### config.mk
export PLATFORM = sky130hd
export DESIGN_NAME = debug_scan_ctrl
export DESIGN_NICKNAME = d
export VERILOG_FILES = /design/src/rtl/debug_scan_ctrl.sv
export SDC_FILE = /design/constraint.sdc
export NUM_CORES = 1
export LEC_CHECK = 0
export ABC_AREA = 0
export CAP_MARGIN = 20
export CORE_UTILIZATION = 45
export CTS_CLUSTER_SIZE = 16
export DETAILED_ROUTE_END_ITERATION = 6
export PLACE_DENSITY_LB_ADDON = 0.12
export RECOVER_POWER = 25
export SYNTH_ARGS = -nofsm -noshare
export SYNTH_HDL_FRONTEND = slang
export SYNTH_SLANG_ARGS = --single-unit
### constraint.sdc
create_clock -name clk -period 1.9 [get_ports clk]
set_input_delay 0.285 -clock clk [delete_from_list [all_inputs] [get_ports clk]]
set_output_delay 0.285 -clock clk [all_outputs]
set_load 0.02 [all_outputs]
### src/rtl/debug_scan_ctrl.sv
// Run/dump sequencer: starts the core, times the run, then streams every RF and DM
// debug location as {is_dm, addr, data} records. Optional build macro: DM_SKIP_ZERO_EN.
module debug_scan_ctrl #(
    parameter int DATA_W   = 8,
    parameter int RF_DEPTH = 4,
    parameter int DM_DEPTH = 16,
    parameter int ADDR_W   = 4,
    parameter int SETTLE   = 2,
    parameter int CNT_W    = 16
) (
    input  logic              clk,
    input  logic              rst_n,
    input  logic              go,
    input  logic              cpu_stopped,
    output logic              cpu_start,
    output logic              dbg_is_dm,
    output logic [ADDR_W-1:0] dbg_addr,
    input  logic [DATA_W-1:0] dbg_data,
    output logic              rec_valid,
    input  logic              rec_ready,
    output logic              rec_is_dm,
    output logic [ADDR_W-1:0] rec_addr,
    output logic [DATA_W-1:0] rec_data,
    output logic              busy,
    output logic              done,
    output logic              timeout,
    output logic [CNT_W-1:0]  run_cycles
);

    localparam int SET_W = $clog2(SETTLE + 1);
    localparam logic [CNT_W-1:0] CNT_TOP = '1;

    typedef enum logic [2:0] {
        IDLE, START, RUN, SETTLE_ST, CAPTURE, EMIT, DONE
    } state_t;

    state_t             state, state_n;
    logic               go_q;
    logic               go_edge;
    logic               run_first;
    logic               ptr_is_dm;
    logic [ADDR_W-1:0]  ptr_addr;
    logic [SET_W-1:0]   settle_cnt;
    logic               scanning;
    logic               last_rf, last_dm, last_entry;
    logic               skip;
    logic               stop_seen;
    logic               sat_next;
    logic               advance;

    assign go_edge    = go & ~go_q;
    assign last_rf    = ptr_addr == ADDR_W'(RF_DEPTH - 1);
    assign last_dm    = ptr_addr == ADDR_W'(DM_DEPTH - 1);
    assign last_entry = ptr_is_dm & last_dm;
    // First RUN cycle sees the halted flag left over from the previous run.
    assign stop_seen  = ~run_first & cpu_stopped;
    assign sat_next   = run_cycles == CNT_TOP - CNT_W'(1);

`ifdef DM_SKIP_ZERO_EN
    assign skip = ptr_is_dm & (dbg_data == '0);
`else
    assign skip = 1'b0;
`endif

    assign advance = ((state == CAPTURE) & skip) | ((state == EMIT) & rec_ready);

    always_ff @(posedge clk or negedge rst_n) begin
        if (!rst_n) state <= IDLE;
        else        state <= state_n;
    end

    always_comb begin
        state_n = state;
        case (state)
            IDLE, DONE: if (go_edge) state_n = START;
            START:      state_n = RUN;
            RUN:        if (stop_seen || sat_next) state_n = SETTLE_ST;
            SETTLE_ST:  if (settle_cnt == SET_W'(SETTLE - 1)) state_n = CAPTURE;
            CAPTURE: begin
                if (!skip)          state_n = EMIT;
                else if (last_entry) state_n = DONE;
                else                 state_n = SETTLE_ST;
            end
            EMIT: begin
                if (rec_ready) state_n = last_entry ? DONE : SETTLE_ST;
            end
            default:    state_n = IDLE;
        endcase
    end

    assign scanning  = (state == SETTLE_ST) | (state == CAPTURE) | (state == EMIT);
    assign cpu_start = state == START;
    assign busy      = (state != IDLE) & (state != DONE);
    assign done      = state == DONE;
    assign rec_valid = state == EMIT;
    assign dbg_is_dm = scanning & ptr_is_dm;
    assign dbg_addr  = scanning ? ptr_addr : '0;

    always_ff @(posedge clk or negedge rst_n) begin
        if (!rst_n) begin
            go_q       <= 1'b0;
            run_first  <= 1'b0;
            run_cycles <= '0;
            timeout    <= 1'b0;
            ptr_is_dm  <= 1'b0;
            ptr_addr   <= '0;
            settle_cnt <= '0;
            rec_is_dm  <= 1'b0;
            rec_addr   <= '0;
            rec_data   <= '0;
        end else begin
            go_q <= go;
            if ((state == IDLE || state == DONE) && go_edge) begin
                run_cycles <= '0;
                timeout    <= 1'b0;
                ptr_is_dm  <= 1'b0;
                ptr_addr   <= '0;
            end
            if (state == START) run_first <= 1'b1;
            if (state == RUN) begin
                run_first  <= 1'b0;
                settle_cnt <= '0;
                if (run_cycles != CNT_TOP) run_cycles <= run_cycles + CNT_W'(1);
                if (!stop_seen && sat_next) timeout <= 1'b1;
            end
            if (state == SETTLE_ST) settle_cnt <= settle_cnt + SET_W'(1);
            if (state == CAPTURE) begin
                rec_is_dm <= ptr_is_dm;
                rec_addr  <= ptr_addr;
                rec_data  <= dbg_data;
            end
            if (advance) begin
                settle_cnt <= '0;
                if (!ptr_is_dm && last_rf) begin
                    ptr_is_dm <= 1'b1;
                    ptr_addr  <= '0;
                end else begin
                    ptr_addr  <= ptr_addr + ADDR_W'(1);
                end
            end
        end
    end

endmodule

**Register map, names as in the netlist**

Bar = 20 microns. Other sequential cells in the stronger gray, the rest of the logic in the fainter gray.
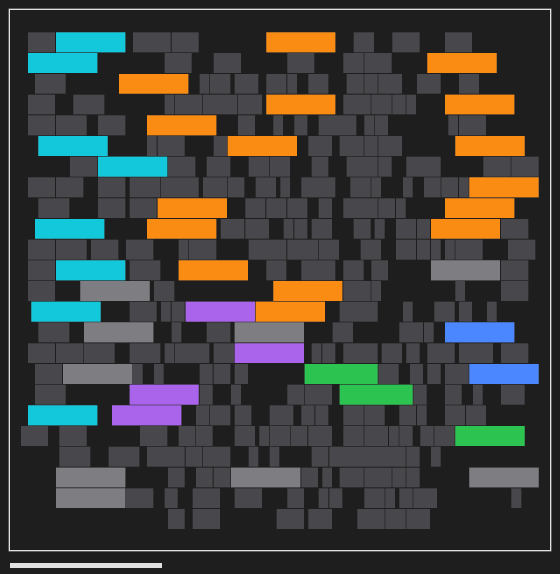
`run_cycles`: drawn in orange, placed flops 16. `ptr_addr`: drawn in purple, placed flops 4. `state`: drawn in green, placed flops 3. `rec_data`: drawn in cyan, placed flops 8. `settle_cnt`: drawn in blue, placed flops 2.
sequential share of cell area: 35.3%
Final Util: 67.2%
Register Area: 1050 sq um
seq pwr: 1.48 mW

**Wire density map**

The die is cut into 14 by 14 equal tiles; dark blue is low, red is high, scaled to the fullest tile. Values are wire area over tile area, all layers added.
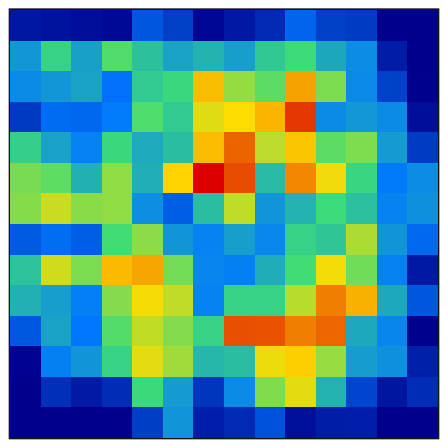
7.7% of the tiles are nearly empty. 31% of the tiles are over half the peak. The fullest tile reaches 0.41. The mean over all tiles is 0.16.

==> flow_summary.toml <==
# implementation run metrics
[power_and_ir_drop]
combPwrFrac_pct = 49.5
swShare_pct = 39.2
p_seq_share_pct = 36.0
p_per_area_nw_per_um2 = 1370
clk-power_uw = 597
finalPower_mw = 4.10
p_leak_nw = 1.26
clockPowerShare_pct = 14.6
p_switching_mw = 1.61

[sta]
fin_crit_sh_pct = 96.1
period_minus_slack_ns = 1.83
whs_ns = 0.305
worstMarginPinSlew_ns = 1.43
slew_headroom_pct = 5.00
finalSetupViolations = 0

[route]
wire_per_inst_microns = 15.0
avgViaCountPerCell = 5.66
drc_errors = 2
top_layer_used = "met4"

[setup_path]
crit_path_end = "rec_valid"
r2r-end = "run_cycles[11]$_DFF_PN0_"
crit_chain = "buf_4, buf_4, nor3_1, dlygate4sd2_1"
cp.depth = 4
end_kind = "output pin"
critical_path.startpoint = "state[1]$_DFFE_PN0P_"
critPathLaunchType = "flip-flop"
critical_path_class = "flip-flop to output pin"
path_delay_family = "buffers and inverters"
r2r_slack_ns = 0.11
crit_slowest_cell = "dfrtp_2"
arrival_ns = 1.54
r2r_start = "run_cycles[5]$_DFF_PN0_"

[finish]
nNetsFinal = 300
buffers = 77
buffer_area_share_pct = 23.0
area.combinational_sq_um = 1060
area_growth_pct = 39.8
largest_register_ffs = 16
nFillCells = 382
comb.multi_input.count = 148
lay_top_cells = "dfrtp_1, clkdlybuf4s50_1, buf_4"
stdcell_count = 336

[global_routing]
grt_pass1_wl_mm = 8.64
grt_pass1_vias = 1852
grt_max_degree = 28
grt.overflow.total = 0

[synthesis]
topCellsByArea = "dfrtp_1, mux2_2, nand2_1"
postSynthNetCount = 224
synthAoiAreaFrac_pct = 14.3
syn_area_sq_um = 2140
simple_gate_share_pct = 21.1

[floorplanning]
fp.dieH_microns = 70.9
fp_util_pct = 48.1

[status]
failed_checks = "design-rule violations"
status = "finished, violations left"

[clocking]
cts_setup_buffers = 0
cts_root_buffer = "clkbuf_8"
clk_pin_slew_ns = 0.08
h-tree-depth = 2
worstSkewPairLatency_ns = 0.30
cts_sinks = 42
cts_tree = "done"

[flow_run]
cap_violations = 0
Power is estimated from default activity; no workload was simulated.
